Figure 1. Routed clock nets over the placement.
The bar under the picture is 100 µm long.
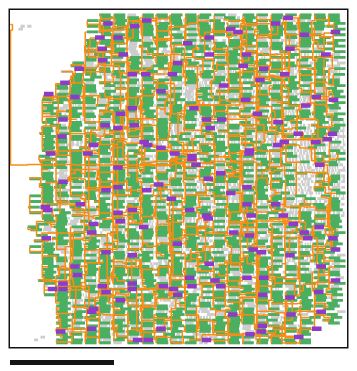
Figure 2. Gate-type map.
The bar under the picture is 100 µm long.
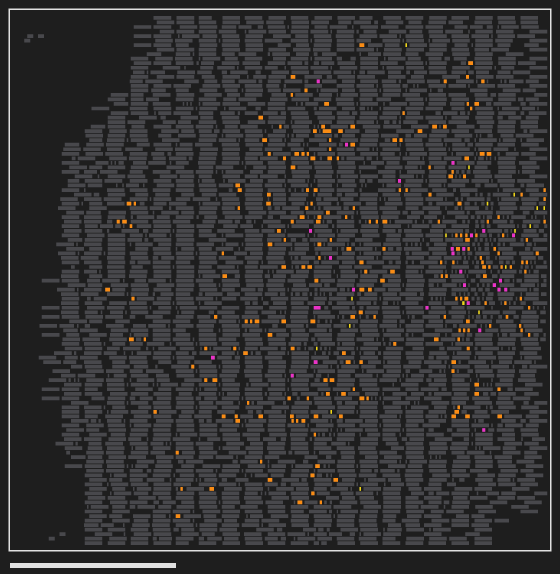
<file path="src/rtl/nw_align_pkg.sv">
// Shared types for the NW aligned-pair buffer: symbol codes, FSM states, pair layout.
// The optional statistics outputs are enabled by defining ALIGN_STATS_EN.
package nw_align_pkg;
    localparam int SYM_W = 3;

    localparam logic [SYM_W-1:0] SYM_A   = 3'd0;
    localparam logic [SYM_W-1:0] SYM_C   = 3'd1;
    localparam logic [SYM_W-1:0] SYM_G   = 3'd2;
    localparam logic [SYM_W-1:0] SYM_T   = 3'd3;
    localparam logic [SYM_W-1:0] GAP_SYM = 3'b100;

    typedef enum logic [1:0] {
        ST_IDLE,
        ST_FILL,
        ST_DRAIN,
        ST_DONE
    } state_e;

    typedef struct packed {
        logic [SYM_W-1:0] a;
        logic [SYM_W-1:0] b;
    } pair_t;
endpackage

</file>
<file path="src/rtl/nw_pair_ram.sv">
// Simple dual-port pair storage: synchronous write, registered read with read enable.
// The array itself is never reset; only the read register is.
module nw_pair_ram #(
    parameter int DEPTH = 256,
    parameter int W     = 6,
    localparam int AW   = (DEPTH > 1) ? $clog2(DEPTH) : 1
) (
    input  logic          clk,
    input  logic          rst_n,
    input  logic          we,
    input  logic [AW-1:0] waddr,
    input  logic [W-1:0]  wdata,
    input  logic          re,
    input  logic [AW-1:0] raddr,
    output logic [W-1:0]  rdata
);
    logic [W-1:0] mem [DEPTH];
    logic [W-1:0] rdata_q;

    always_ff @(posedge clk) begin
        if (we) mem[waddr] <= wdata;
    end

    // Read register holds its value while re is low, which keeps the output stable on stalls.
    always_ff @(posedge clk or negedge rst_n) begin
        if (!rst_n)  rdata_q <= '0;
        else if (re) rdata_q <= mem[raddr];
    end

    assign rdata = rdata_q;
endmodule

</file>
<file path="src/rtl/nw_aligned_pair_buffer.sv">
// LIFO replay buffer for traceback pairs: fills in reverse order, drains forward over valid/ready.
// Define ALIGN_STATS_EN to add match/mismatch/gap counters.
module nw_aligned_pair_buffer #(
    parameter int N      = 128,
    parameter int SYM_W  = nw_align_pkg::SYM_W,
    localparam int PTR_W = $clog2(2*N+1)
) (
    input  logic             clk,
    input  logic             rst_n,
    input  logic             start,
    input  logic             en_traceB,
    input  logic [SYM_W-1:0] sym_a,
    input  logic [SYM_W-1:0] sym_b,
    input  logic             tb_done,
    output logic             out_valid,
    input  logic             out_ready,
    output logic [SYM_W-1:0] out_a,
    output logic [SYM_W-1:0] out_b,
    output logic             out_last,
    output logic [PTR_W-1:0] align_len,
`ifdef ALIGN_STATS_EN
    output logic [PTR_W-1:0] n_match,
    output logic [PTR_W-1:0] n_mismatch,
    output logic [PTR_W-1:0] n_gap,
`endif
    output logic             overflow,
    output logic             done
);
    import nw_align_pkg::*;

    localparam int DEPTH = 2*N;
    localparam int AW    = (DEPTH > 1) ? $clog2(DEPTH) : 1;
    localparam logic [PTR_W-1:0] DEPTH_P = PTR_W'(DEPTH);

    state_e           state_q, state_d;
    logic [PTR_W-1:0] wr_ptr_q, wr_ptr_d;
    logic [AW-1:0]    rd_ptr_q, rd_ptr_d;
    logic             rd_left_q, rd_left_d;
    logic             out_valid_q, out_valid_d;
    logic             out_last_q, out_last_d;
    logic [PTR_W-1:0] align_len_q, align_len_d;
    logic             overflow_q, overflow_d;
    logic             done_q, done_d;
`ifdef ALIGN_STATS_EN
    logic [PTR_W-1:0] n_match_q, n_match_d;
    logic [PTR_W-1:0] n_mismatch_q, n_mismatch_d;
    logic [PTR_W-1:0] n_gap_q, n_gap_d;
`endif

    logic             wr_full, wr_acc, advance, ram_re;
    logic [PTR_W-1:0] cnt;
    logic [2*SYM_W-1:0] rdata;

    always_comb begin
        wr_full = (wr_ptr_q == DEPTH_P);
        wr_acc  = (state_q == ST_FILL) && en_traceB && !wr_full;
        // Pair count including a write landing in this very cycle.
        cnt     = wr_ptr_q + PTR_W'(wr_acc);
        advance = !out_valid_q || out_ready;

        state_d     = state_q;
        wr_ptr_d    = wr_ptr_q;
        rd_ptr_d    = rd_ptr_q;
        rd_left_d   = rd_left_q;
        out_valid_d = out_valid_q;
        out_last_d  = out_last_q;
        align_len_d = align_len_q;
        overflow_d  = overflow_q;
        done_d      = 1'b0;
        ram_re      = 1'b0;
`ifdef ALIGN_STATS_EN
        n_match_d    = n_match_q;
        n_mismatch_d = n_mismatch_q;
        n_gap_d      = n_gap_q;
`endif

        case (state_q)
            ST_IDLE, ST_DONE: begin
                if (start) begin
                    state_d     = ST_FILL;
                    wr_ptr_d    = '0;
                    overflow_d  = 1'b0;
                    align_len_d = '0;
`ifdef ALIGN_STATS_EN
                    n_match_d    = '0;
                    n_mismatch_d = '0;
                    n_gap_d      = '0;
`endif
                end
            end
            ST_FILL: begin
                if (wr_acc) wr_ptr_d = cnt;
                if (en_traceB && wr_full) overflow_d = 1'b1;
`ifdef ALIGN_STATS_EN
                if (wr_acc) begin
                    if (sym_a == SYM_W'(GAP_SYM) || sym_b == SYM_W'(GAP_SYM)) n_gap_d = n_gap_q + 1'b1;
                    else if (sym_a == sym_b) n_match_d = n_match_q + 1'b1;
                    else                     n_mismatch_d = n_mismatch_q + 1'b1;
                end
`endif
                if (tb_done) begin
                    align_len_d = cnt;
                    if (cnt == '0) begin
                        state_d = ST_DONE;
                        done_d  = 1'b1;
                    end else begin
                        state_d   = ST_DRAIN;
                        rd_ptr_d  = AW'(cnt - 1'b1);
                        rd_left_d = 1'b1;
                    end
                end
            end
            ST_DRAIN: begin
                if (advance) begin
                    if (rd_left_q) begin
                        ram_re      = 1'b1;
                        out_valid_d = 1'b1;
                        out_last_d  = (rd_ptr_q == '0);
                        if (rd_ptr_q == '0) rd_left_d = 1'b0;
                        else                rd_ptr_d  = rd_ptr_q - 1'b1;
                    end else begin
                        // Nothing left to fetch, so an advance here is the last pair's handshake.
                        out_valid_d = 1'b0;
                        out_last_d  = 1'b0;
                        if (out_valid_q) begin
                            done_d  = 1'b1;
                            state_d = ST_DONE;
                        end
                    end
                end
            end
            default: state_d = ST_IDLE;
        endcase
    end

    always_ff @(posedge clk or negedge rst_n) begin
        if (!rst_n) begin
            state_q     <= ST_IDLE;
            wr_ptr_q    <= '0;
            rd_ptr_q    <= '0;
            rd_left_q   <= 1'b0;
            out_valid_q <= 1'b0;
            out_last_q  <= 1'b0;
            align_len_q <= '0;
            overflow_q  <= 1'b0;
            done_q      <= 1'b0;
        end else begin
            state_q     <= state_d;
            wr_ptr_q    <= wr_ptr_d;
            rd_ptr_q    <= rd_ptr_d;
            rd_left_q   <= rd_left_d;
            out_valid_q <= out_valid_d;
            out_last_q  <= out_last_d;
            align_len_q <= align_len_d;
            overflow_q  <= overflow_d;
            done_q      <= done_d;
        end
    end

`ifdef ALIGN_STATS_EN
    always_ff @(posedge clk or negedge rst_n) begin
        if (!rst_n) begin
            n_match_q    <= '0;
            n_mismatch_q <= '0;
            n_gap_q      <= '0;
        end else begin
            n_match_q    <= n_match_d;
            n_mismatch_q <= n_mismatch_d;
            n_gap_q      <= n_gap_d;
        end
    end

    assign n_match    = n_match_q;
    assign n_mismatch = n_mismatch_q;
    assign n_gap      = n_gap_q;
`endif

    nw_pair_ram #(
        .DEPTH (DEPTH),
        .W     (2*SYM_W)
    ) u_ram (
        .clk   (clk),
        .rst_n (rst_n),
        .we    (wr_acc),
        .waddr (AW'(wr_ptr_q)),
        .wdata ({sym_a, sym_b}),
        .re    (ram_re),
        .raddr (rd_ptr_q),
        .rdata (rdata)
    );

    assign out_valid = out_valid_q;
    assign out_last  = out_last_q;
    assign out_a     = rdata[2*SYM_W-1:SYM_W];
    assign out_b     = rdata[SYM_W-1:0];
    assign align_len = align_len_q;
    assign overflow  = overflow_q;
    assign done      = done_q;
endmodule

</file>
<file path="config.mk">
export PLATFORM = sky130hd
export DESIGN_NAME = nw_aligned_pair_buffer
export DESIGN_NICKNAME = d
export VERILOG_FILES = /design/src/rtl/nw_align_pkg.sv /design/src/rtl/nw_pair_ram.sv /design/src/rtl/nw_aligned_pair_buffer.sv
export SDC_FILE = /design/constraint.sdc
export NUM_CORES = 2
export LEC_CHECK = 0
export CELL_PAD_IN_SITES_DETAIL_PLACEMENT = 1
export CELL_PAD_IN_SITES_GLOBAL_PLACEMENT = 1
export CORE_UTILIZATION = 60
export CTS_BUF_LIST = sky130_fd_sc_hd__clkbuf_16
export DETAILED_ROUTE_END_ITERATION = 12
export MAX_ROUTING_LAYER = met4
export PLACE_DENSITY = 0.88
export SLEW_MARGIN = 5
export SYNTH_ARGS = -nofsm -noshare
export SYNTH_HDL_FRONTEND = slang
export SYNTH_SLANG_ARGS = --single-unit
</file>
<file path="constraint.sdc">
create_clock -name clk -period 5.8 [get_ports clk]
set_input_delay 0.87 -clock clk [delete_from_list [all_inputs] [get_ports clk]]
set_output_delay 0.87 -clock clk [all_outputs]
set_load 0.005 [all_outputs]
</file>
==> results.toml <==
# yosys + openroad results
[yosys]
area_leaders = "edfxtp_1, mux4_2, mux2i_1"
synthAoiAreaFrac_pct = 2.57
synth_seq_share_pct = 75.5
async_flop_share_pct = 2.48
ff_type = "edfxtp_1"
syn_area_per_cell_um2 = 20.0
ys_cells = 3114
ys_top_logic_family = "multiplexers"
top_cell_area_share_pct = 74.0
ys_seq_elements = 1575
yosys.area_share.adder_pct = 0.100
mux_share_pct = 15.8
yosysWarnings = 0

[worst_setup_path]
critPathLaunch = "wr_ptr_q[4]"
path_buffers = 1
cp_num_cells = 13
regToRegStartpoint = "wr_ptr_q[4]"
max_stage_delay_ns = 0.85
worstPathCellList = "nor2_1 > nand4_1 > nand3_1 > inv_1 > ha_1 > ha_1 > nand3_1 > o21ai_0 > nand4_1 > o31ai_1 > nor2_1 > a21oi_1 > o221a_2"
critPathMaxFanout = 12
cp.required_ns = 6.50

[global_routing]
antenna_found_initial = 10
gr-total-overflow = 0
grt_max_degree = 181
use_met2_pct = 59.6

[route]
wl_met1_um = 66000
routedWlPerCell_um = 43.4
dr_wl_met3_um = 27600
dr_wl_met2_um = 94800
drtIter0Drc = 6415
ant_nets = 0

[pwr]
ir_drop_mv = 0.309
power_leader = "registers"
internal_power_w = 0.0180
seq-power_w = 0.0125
leakage_nw = 20.8
power_w = 0.0228

[die]
dieArea_um2 = 105000
fp.dieW_um = 324
row_count = 117

[final_timing]
min_period_ns = 5.04
fmax_ghz = 0.198
finalHoldViolations = 0
tightestPinTransition_ns = 1.32
setup_tns_ns = 0

[placement]
io_buffers = 30
hpwl_um = 103000
place.gp.congestion = 0.925

[clock_network]
numCtsBuffers = 153
cts_tree = "yes"
cts_buffer_depth = 3
cts_hold_buf = 0
post-cts-setup-buffer-count = 0
root_buffer = "clkbuf_16"
clock.latency.late_pin_ns = 0.79

[outcome]
status = "completed"

[worst_hold_path]
hold_path.class = "primary input to async pin"

[final_layout]
largest_class = "registers"
buf_share_pct = 1.34
flops = 1575
seq_share_pct = 68.4
Notes on Figure 1 above:
[green] flip-flops | count: 1575
[orange] clock wires | length: 19700 µm
[purple] cells driving clock nets | count: 153
flops lie	spread over the die
clk pwr: 0.0101 W
skew final: 0.0430 ns
Clock power frac: 44.3%

Notes on Figure 2 above:
color	family	cells
yellow	inverters	17
magenta	AND and OR gates	27
orange	inverting AOI/OAI gates	215
most numerous logic cell after layout: edfxtp_1
combinational share of cell area: 20.5%

[stage by stage]
step                      setup WS (ns)  hold WS (ns)  cell area (µm²)  std cells
after floorplan                    2.40         0.470            62400       3114
after global placement             1.41         0.463            63900       4387
after detailed placement           1.24         0.476            63900       4387
after CTS                         0.958         0.286            68800       4663
after global routing              0.597         0.333            68900       4677
final                             0.757         0.306            68900       4683
[flip-flops by register name (all words and copies together), names as in the netlist]
name / flops
u_ram.mem: 1536
done: 1
state_q: 2
out_last: 1
out_valid: 1
align_len: 9
rd_left_q: 1
rd_ptr_q: 8
u_ram.rdata: 6
wr_ptr_q: 9
overflow: 1
Power and IR drop assume default switching activity.
